### Zoomed window, run 1

Window x 89 to 114, y 109 to 134 um. Cells in gray, sequential cells in the stronger gray; small squares are vias.
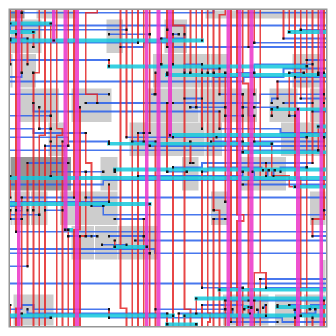
### Pin map, run 1

Drawn at 1.5 px/um. Pins as bars across the die edge, other pins in gray.
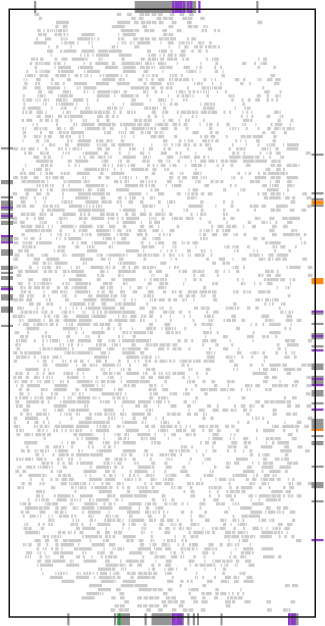
### Routing congestion, run 1

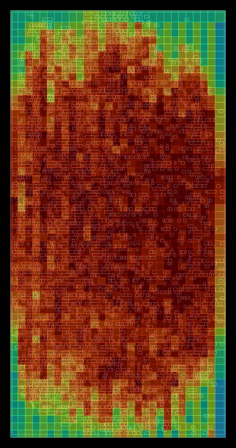
<file path="src/rtl/alu_seq_param.sv">
`timescale 1ns/1ps
// alu_seq_param: WIDTH-bit registered ALU with start/done handshake.
// Single-cycle logic/arith/shift ops and iterative multiply/divide into HI/LO.
module alu_seq_param #(
    parameter int unsigned WIDTH = 32
) (
    input  logic             Clk,
    input  logic             Rst,
    input  logic             Start,
    input  logic [5:0]       ALUControl,
    input  logic [WIDTH-1:0] A,
    input  logic [WIDTH-1:0] B,
    output logic [WIDTH-1:0] ALUResult,
    output logic             Zero,
    output logic             Overflow,
    output logic [WIDTH-1:0] Hi,
    output logic [WIDTH-1:0] Lo,
    output logic             Busy,
    output logic             Done
);
    localparam int unsigned SHW = $clog2(WIDTH);
    localparam int unsigned CW  = $clog2(WIDTH + 1);
    localparam int unsigned PW  = 2 * WIDTH;

    localparam logic [5:0] OP_SLL   = 6'b000000;
    localparam logic [5:0] OP_SRL   = 6'b000010;
    localparam logic [5:0] OP_SRA   = 6'b000011;
    localparam logic [5:0] OP_MFHI  = 6'b010000;
    localparam logic [5:0] OP_MFLO  = 6'b010010;
    localparam logic [5:0] OP_MULT  = 6'b011000;
    localparam logic [5:0] OP_MULTU = 6'b011001;
    localparam logic [5:0] OP_DIV   = 6'b011010;
    localparam logic [5:0] OP_DIVU  = 6'b011011;
    localparam logic [5:0] OP_ADD   = 6'b100000;
    localparam logic [5:0] OP_SUB   = 6'b100010;
    localparam logic [5:0] OP_AND   = 6'b100100;
    localparam logic [5:0] OP_OR    = 6'b100101;
    localparam logic [5:0] OP_XOR   = 6'b100110;
    localparam logic [5:0] OP_NOR   = 6'b100111;
    localparam logic [5:0] OP_SLT   = 6'b101010;
    localparam logic [5:0] OP_SLTU  = 6'b101011;

    typedef enum logic [1:0] {IDLE = 2'd0, CALC = 2'd1, FIX = 2'd2} state_t;

    state_t state, state_nx;

    logic [CW-1:0]    cnt, cnt_nx;
    logic [WIDTH-1:0] acc, acc_nx;      // product high half / partial remainder
    logic [WIDTH-1:0] quo, quo_nx;      // multiplier / dividend shifting into quotient
    logic [WIDTH-1:0] dsr, dsr_nx;      // multiplicand / divisor magnitude
    logic             is_div, div_nx;
    logic             neg_q, negq_nx;   // product / quotient must be negated
    logic             neg_r, negr_nx;   // remainder must be negated
    logic             div0, dz_nx;      // divide by zero
    logic [WIDTH-1:0] res_nx, hi_nx, lo_nx;
    logic             zero_nx, ovf_nx, busy_nx, done_nx;

    logic             is_multi, is_signed_op, is_div_op;
    logic [WIDTH-1:0] sc_res, sum, diff, a_op, b_op;
    logic             sc_ovf;
    logic [SHW-1:0]   shamt;

    logic [WIDTH:0]   msum;
    logic [WIDTH-1:0] acc_mul, quo_mul, acc_div, quo_div, dsub;
    logic             ge;
    logic [PW-1:0]    prod, prod_s;
    logic [WIDTH-1:0] fix_hi, fix_lo;

    // State register
    always_ff @(posedge Clk or posedge Rst) begin
        if (Rst) state <= IDLE;
        else     state <= state_nx;
    end

    // Next-state: IDLE -> CALC for WIDTH iterations -> FIX -> IDLE
    always_comb begin
        state_nx = state;
        case (state)
            IDLE:    if (Start && is_multi) state_nx = CALC;
            CALC:    if (cnt == CW'(1)) state_nx = FIX;
            FIX:     state_nx = IDLE;
            default: state_nx = IDLE;
        endcase
    end

    // Opcode decode, single-cycle results and latched multi-cycle operands
    always_comb begin
        is_multi     = (ALUControl == OP_MULT) || (ALUControl == OP_MULTU) ||
                       (ALUControl == OP_DIV)  || (ALUControl == OP_DIVU);
        is_signed_op = (ALUControl == OP_MULT) || (ALUControl == OP_DIV);
        is_div_op    = (ALUControl == OP_DIV)  || (ALUControl == OP_DIVU);
        a_op  = (is_signed_op && A[WIDTH-1]) ? -A : A;
        b_op  = (is_signed_op && B[WIDTH-1]) ? -B : B;
        sum   = A + B;
        diff  = A - B;
        shamt = B[SHW-1:0];
        sc_res = '0;
        sc_ovf = 1'b0;
        case (ALUControl)
            OP_ADD: begin
                sc_res = sum;
                sc_ovf = (A[WIDTH-1] == B[WIDTH-1]) && (sum[WIDTH-1] != A[WIDTH-1]);
            end
            OP_SUB: begin
                sc_res = diff;
                sc_ovf = (A[WIDTH-1] != B[WIDTH-1]) && (diff[WIDTH-1] != A[WIDTH-1]);
            end
            OP_AND:  sc_res = A & B;
            OP_OR:   sc_res = A | B;
            OP_XOR:  sc_res = A ^ B;
            OP_NOR:  sc_res = ~(A | B);
            OP_SLT:  sc_res = {{(WIDTH-1){1'b0}}, ($signed(A) < $signed(B))};
            OP_SLTU: sc_res = {{(WIDTH-1){1'b0}}, (A < B)};
            OP_SLL:  sc_res = A << shamt;
            OP_SRL:  sc_res = A >> shamt;
            OP_SRA:  sc_res = WIDTH'($signed(A) >>> shamt);
            OP_MFHI: sc_res = Hi;
            OP_MFLO: sc_res = Lo;
            default: sc_res = '0;
        endcase
    end

    // One shift-add / restoring-divide iteration and the final sign fix
    always_comb begin
        msum    = {1'b0, acc} + (quo[0] ? {1'b0, dsr} : {(WIDTH+1){1'b0}});
        acc_mul = msum[WIDTH:1];
        quo_mul = {msum[0], quo[WIDTH-1:1]};

        ge      = ({acc, quo[WIDTH-1]} >= {1'b0, dsr});
        dsub    = WIDTH'({acc, quo[WIDTH-1]} - {1'b0, dsr});
        acc_div = ge ? dsub : {acc[WIDTH-2:0], quo[WIDTH-1]};
        quo_div = {quo[WIDTH-2:0], ge};

        prod    = {acc, quo};
        prod_s  = neg_q ? -prod : prod;
        if (is_div) begin
            fix_lo = div0 ? '1 : (neg_q ? -quo : quo);
            fix_hi = neg_r ? -acc : acc;
        end else begin
            fix_hi = prod_s[PW-1:WIDTH];
            fix_lo = prod_s[WIDTH-1:0];
        end
    end

    // Output / datapath next values per state
    always_comb begin
        res_nx  = ALUResult;
        zero_nx = Zero;
        ovf_nx  = Overflow;
        hi_nx   = Hi;
        lo_nx   = Lo;
        busy_nx = Busy;
        done_nx = 1'b0;
        cnt_nx  = cnt;
        acc_nx  = acc;
        quo_nx  = quo;
        dsr_nx  = dsr;
        div_nx  = is_div;
        negq_nx = neg_q;
        negr_nx = neg_r;
        dz_nx   = div0;
        case (state)
            IDLE: begin
                if (Start) begin
                    if (is_multi) begin
                        busy_nx = 1'b1;
                        cnt_nx  = CW'(WIDTH);
                        acc_nx  = '0;
                        quo_nx  = a_op;
                        dsr_nx  = b_op;
                        div_nx  = is_div_op;
                        negq_nx = is_signed_op && (A[WIDTH-1] ^ B[WIDTH-1]);
                        negr_nx = is_signed_op && A[WIDTH-1];
                        dz_nx   = is_div_op && (B == '0);
                    end else begin
                        res_nx  = sc_res;
                        zero_nx = (sc_res == '0);
                        ovf_nx  = sc_ovf;
                        done_nx = 1'b1;
                    end
                end
            end
            CALC: begin
                cnt_nx = cnt - CW'(1);
                if (is_div) begin
                    acc_nx = acc_div;
                    quo_nx = quo_div;
                end else begin
                    acc_nx = acc_mul;
                    quo_nx = quo_mul;
                end
            end
            FIX: begin
                hi_nx   = fix_hi;
                lo_nx   = fix_lo;
                res_nx  = fix_lo;
                zero_nx = (fix_lo == '0);
                ovf_nx  = 1'b0;
                busy_nx = 1'b0;
                done_nx = 1'b1;
            end
            default: ;
        endcase
    end

    // Datapath and output registers
    always_ff @(posedge Clk or posedge Rst) begin
        if (Rst) begin
            ALUResult <= '0;
            Zero      <= 1'b1;
            Overflow  <= 1'b0;
            Hi        <= '0;
            Lo        <= '0;
            Busy      <= 1'b0;
            Done      <= 1'b0;
            cnt       <= '0;
            acc       <= '0;
            quo       <= '0;
            dsr       <= '0;
            is_div    <= 1'b0;
            neg_q     <= 1'b0;
            neg_r     <= 1'b0;
            div0      <= 1'b0;
        end else begin
            ALUResult <= res_nx;
            Zero      <= zero_nx;
            Overflow  <= ovf_nx;
            Hi        <= hi_nx;
            Lo        <= lo_nx;
            Busy      <= busy_nx;
            Done      <= done_nx;
            cnt       <= cnt_nx;
            acc       <= acc_nx;
            quo       <= quo_nx;
            dsr       <= dsr_nx;
            is_div    <= div_nx;
            neg_q     <= negq_nx;
            neg_r     <= negr_nx;
            div0      <= dz_nx;
        end
    end

endmodule

</file>
<file path="config.mk">
export PLATFORM = sky130hd
export DESIGN_NAME = alu_seq_param
export DESIGN_NICKNAME = d
export VERILOG_FILES = /design/src/rtl/alu_seq_param.sv
export SDC_FILE = /design/constraint.sdc
export NUM_CORES = 1
export LEC_CHECK = 0
export CORE_ASPECT_RATIO = 2
export CORE_UTILIZATION = 32
export DETAILED_ROUTE_END_ITERATION = 8
export GPL_TIMING_DRIVEN = 0
export PLACE_DENSITY = 0.52
export SLEW_MARGIN = 25
export SYNTH_ARGS = -nofsm -noshare
export SYNTH_HDL_FRONTEND = slang
export SYNTH_SLANG_ARGS = --single-unit
</file>
<file path="constraint.sdc">
create_clock -name Clk -period 6.2 [get_ports Clk]
set_clock_uncertainty 0.1 [all_clocks]
set_input_delay 0.62 -clock Clk [delete_from_list [all_inputs] [get_ports Clk]]
set_output_delay 0.62 -clock Clk [all_outputs]
set_load 0.01 [all_outputs]
</file>
==> out/results.ini, run 1 <==
[layout]
clock_buffers = 21
n_antenna_cell = 24
utilization = 0.379
finish.net_count = 3829
multiInputCombCellCount = 2719
layout_top_cells = nand2_1 (294), nor2_1 (285), o21ai_0 (276)
buffer_area_frac = 0.109
dominant_cells = logic gates
syn_to_final_growth_pct = 17.6
inverters = 162
nonClockBufferCount = 461
comb_share = 0.636
fin_cells = 4647
seqCellArea_mm2 = 0.00521
final-comb-area_mm2 = 0.0193
layout_top_cell = nand2_1
fillers = 8762
seq_share = 0.171

[global_routing]
grt_overflow = 0
grt_pass1_vias = 31800
grt_first_pass_wirelength_mm = 264
antenna_found_initial = 25

[detailed_routing]
dr.pass1.iters = 7
drt_wl_total_mm = 191
antenna_left = 0
num_vias = 31600
drtIter0Drc = 3201
viasPerCell = 6.81

[run]
maxCapViolCount = 0
warnings = 109

[place]
placed_cell_area_mm2 = 0.0293
io_buffers = 171
gp_congestion = 1.14
place_worst_setup_slack_ns = -2.25
hpwl_mm = 152

[power]
p_per_area_mw_per_mm2 = 372
swShare = 0.538
seq_power_share = 0.248
p_leak_uw = 0.0124
intPower_uw = 5220
clkPwrFrac = 0.107
pg_clk_uw = 1210
combPwrFrac = 0.645
pg_comb_uw = 7290
p_sw_uw = 6090

[min_path]
whs_endpoint = Busy
min_delay_path_depth = 2
min_path_type = reg2reg
min-delay-start = Busy

[clock_network]
cts_sinks = 208
cts_hold_buf = 0
post_cts_buffers = 3
clk_path_buf_depth = 3
h-tree-depth = 1
cts_resized = 34
insertion_delay_ns = 0.55
cts_buffers = 18
cts_root_buf = clkbuf_16

[sta]
whs_ns = 0.377
fin_tns_setup_ns = -0.245
worstMarginPinSlew_ns = 1.30
setup_viol = 1
fin_crit_sh = 1.04
fmax_mhz = 155
setup_ws_ns = -0.245
hold_viol = 0
rsz0062_at_grt = yes
maxSlewHeadroom = 0.132
min_period_ns = 6.44

[synthesis]
synth.area.mux_share = 0.102
ys_sh_adder = 0.0911
async_flop_share = 1.00
top_cells_by_area = dfrtp_1 (20%), ha_1 (8.8%), o21ai_0 (5.5%)
syn_avg_cell_area_um2 = 7.74
ys_cells = 3341
fp_nets = 3600
ff_type = dfrtp_1
synth_area_mm2 = 0.0259
edf_count = 0
yosysTopAreaCell = dfrtp_1
yosysWarnings = 0
ys_seq_frac = 0.201
synth.top_cell.area_share = 0.200
synthAoiAreaFrac = 0.287
syn_inst = 3341
xor_share = 0.0637

[setup_path]
cp-start-kind = input pin
critPathTopFamily = simple AND/OR/NAND/NOR gates
crit_path_frequent_cell = mux2i_1
critPathCaptureType = register
rrSetupSlack_ns = 0.36
slowest_stage = mux2i_1
required_ns = 6.55
cp_slowest_stage_delay_ns = 0.94
cp.arrival_ns = 6.79
crit_type = in2reg
startpoint = B[0]
critPathCapture = Zero
path_buffers = 3
path_max_fanout = 10
crit_cells = 13

[run_status]
failed_checks = setup timing
outcome = finished with violations

[die]
dieArea_mm2 = 0.0820
num_rows = 147
fp-utilization = 0.323
tap_cells = 1043
core_area_mm2 = 0.0802

## Picture notes: 'Zoomed window'
Key: cyan = met3; red = met2; magenta = met4; blue = met1
Most frequent: xnor2_1 (5). 35 logic cells have their middle in the window. Sequential cells in the window: 1. Netlist names of flops here include `dsr` (1).

## Picture notes: 'Pin map'
Key: green = `Busy` [pins 1, direction output, edge bottom]; purple = `B` [pins 32, direction input, edge 10 bottom, 10 top, 7 right, 5 left]; orange = `ALUControl` [pins 6, direction input, edge right]
die height: 404 um
Die W: 203 um

## Picture notes: 'Routing congestion'
met1 usage: 0.406
post-DR wirelength/cell: 41.2 um
global-route usage over all layers: 0.468

==> run 1: per-layer routing <==
| layer | vias to the layer above | track usage | wire length [um] |
|---|---|---|---|
| met1 | 15200 | 0.406 | 55700 |
| met3 | 1222 | 0.172 | 17000 |
| met2 | 2269 | 0.763 | 89700 |
| met5 | - | 0.00303 | 158 |
| li1 | 12900 | - | - |
| met4 | 14 | 0.570 | 28800 |
==> run 1: registers in the layout, indices dropped and copies added, names as in the netlist <==
| name | cells |
|---|---|
| ALUResult | 32 |
| acc | 32 |
| Done | 1 |
| Zero | 1 |
| dsr | 32 |
| Lo | 32 |
| Overflow | 1 |
| state | 2 |
| quo | 32 |
| neg_q | 1 |
| Busy | 1 |
| Hi | 32 |
| neg_r | 1 |
| div0 | 1 |
| is_div | 1 |
| cnt | 6 |
### Placement by cell class, run 1

Drawn at 1 px/um.
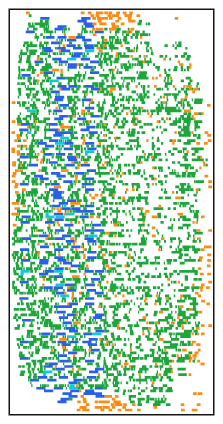

--- run 2 (diff from run 1) ---
CTS_BUF_LIST = sky130_fd_sc_hd__clkbuf_8   (was not set)
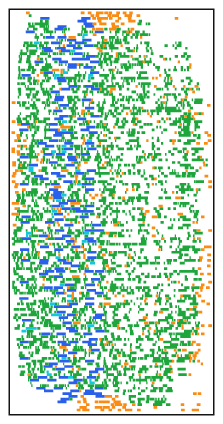
*Placement by cell class, run 2*
Drawn at 1 px/um.
Key: orange = other buffers and delay cells [cells 463]; blue = flip-flops [cells 208]; green = all other logic [cells 2,881]; cyan = clock drivers and dummy loads [cells 48]
sequential fraction of total cell area: 0.171
post-route cell area: 0.0305 mm^2
Final Core Density: 0.380

==> out/results.ini, run 2 <==
[global_routing]
grt_overflow = 0
grt_use_met1 = 0.408
grt_first_pass_wirelength_mm = 263
grt_max_degree = 30
grt_pass1_vias = 31900
antenna_found_initial = 26
grt.busiest_layer = met2

[sta]
setup_ws_ns = -0.152
fin_crit_sh = 1.02
min_period_ns = 6.35
setup_viol = 1
worstMarginPinSlew_ns = 1.25
hold_viol = 0
fmax_mhz = 157
slew_viol_final = 0
whs_ns = 0.321
fin_tns_setup_ns = -0.152
maxSlewHeadroom = 0.166

[run]
maxCapViolCount = 0
warnings = 108

[detailed_routing]
wl_met3_mm = 16.6
antenna_left = 0
top_layer = met5
drt_wl_total_mm = 191
wl_met2_mm = 90.4
drt_drc_violations_left = 0
drtIter0Drc = 3280
dr.pass1.iters = 8
num_vias = 31700
wl_met1_mm = 56.0
viasPerCell = 6.79

[synthesis]
syn_inst = 3341
ff_type = dfrtp_1
syn_avg_cell_area_um2 = 7.74
yosysTopAreaCell = dfrtp_1
yosys_area_mm2 = 0.0259
yosysWarnings = 0
edf_count = 0
ys_cells = 3341
synth.top_cell.area_share = 0.200
ys.flops = 208
top_cells_by_area = dfrtp_1 (20%), ha_1 (8.8%), o21ai_0 (5.5%)
synth_area_mm2 = 0.0259
async_flop_share = 1.00
fp_nets = 3600
top_cells_by_count = nand2_1 (294), nor2_1 (294), o21ai_0 (282)
ys_seq_frac = 0.201

[die]
dieArea_mm2 = 0.0820
num_rows = 147
die-width_um = 203
ioPinCount = 173
fp-utilization = 0.323
die.size.y_um = 404
core_area_mm2 = 0.0802
tap_cells = 1043

[clock_network]
cts_root_buf = clkbuf_8
clkSlewWorstSetupHoldPaths_ns = 0.08
clk_path_buf_depth = 3
cts_buffers = 28
cts_tree = done
post_cts_buffers = 3
cts_hold_buf = 0
insertion_delay_ns = 0.64
cts_resized = 21
cts_sinks = 208
h-tree-depth = 1

[layout]
layout_top_cell = nand2_1
buffer_area_frac = 0.109
syn_to_final_growth_pct = 17.7
comb_share = 0.636
finish.net_count = 3841
fillers = 8755
dominant_cells = logic gates
n_antenna_cell = 20
nonClockBufferCount = 463
inverters = 162
multiInputCombCellCount = 2719
seqCellArea_mm2 = 0.00521
final-comb-area_mm2 = 0.0194
fin_cells = 4663
clock_buffers = 34
layout_top_cells = nand2_1 (294), nor2_1 (285), o21ai_0 (275)
layout-drive-gt1-share = 0.103

[setup_path]
required_ns = 6.63
startpoint = B[3]
cp-start-kind = input pin
cp_slowest_stage_delay_ns = 0.85
path_max_fanout = 11
critPathTopFamily = buffers and inverters
slowest_stage = nor4_2
rrSetupSlack_ns = 0.24
cp.arrival_ns = 6.78
crit_type = in2reg
crit_chain = clkdlybuf4s15_1, inv_1, clkbuf_2, buf_2, clkdlybuf4s15_2, ha_1, buf_2, o21ai_0, o211ai_1, buf_4, buf_4, a31oi_2, o41ai_2, buf_2, o21ai_0, a2bb2oi_1, nor4_2, o2111ai_1, nor4_1, nand4b_1, o31ai_1
critPathCapture = Zero
crit_cells = 21
r2r_cells = 17
path_buffers = 9
reg2reg_from = quo[0]
critPathCaptureType = register
crit_path_frequent_cell = buf_2
r2r_end = acc[31]

[place]
placed_cells = 4579
hpwl_mm = 152
gp_congestion = 1.14
place_worst_setup_slack_ns = -2.25
placed_cell_area_mm2 = 0.0293
io_buffers = 171

[run_status]
outcome = finished with violations
failed_checks = setup timing

[power]
p_per_area_mw_per_mm2 = 372
peakVddDrop_v = 0.000246
p_leak_uw = 0.0124

[min_path]
min_path_type = in2async

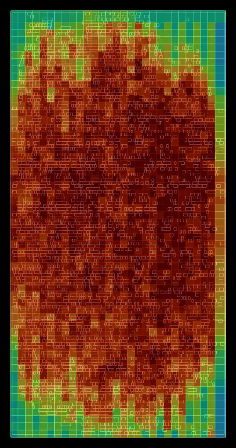
*Routing congestion, run 2*
met3 Use GR: 0.169
GRT met2 Usage: 0.765
post-DR wirelength/cell: 41.0 um
global-route usage over all layers: 0.469

[run 2: cell counts after synthesis]
Identical to the previous run, type by type.
[run 2: logic make-up (layout without fill, tap and decap cells)]
logic type	count (synthesis)	count (layout)	share of synthesized area
flip-flops	208	208	0.201
AND-OR/OR-AND	1114	1114	0.287
XOR/XNOR	188	188	0.0637
adder cells (fa/ha/maj)	186	186	0.0911
buffers and inverters	414	673	0.0645
multiplexers	201	201	0.102
other	0	20	0
AND/OR/NAND/NOR	1030	1030	0.190
[run 2: where the power goes]
group | internal [uW] | leakage [uW] | switching (uW) | total (uW)
sequential | 1900 | 0.00261 | 908 | 2810
combinational | 2730 | 0.00948 | 4590 | 7320
clock | 578 | 0.000328 | 632 | 1210
Power figures rest on the tool's default switching activity, not on a simulated workload.
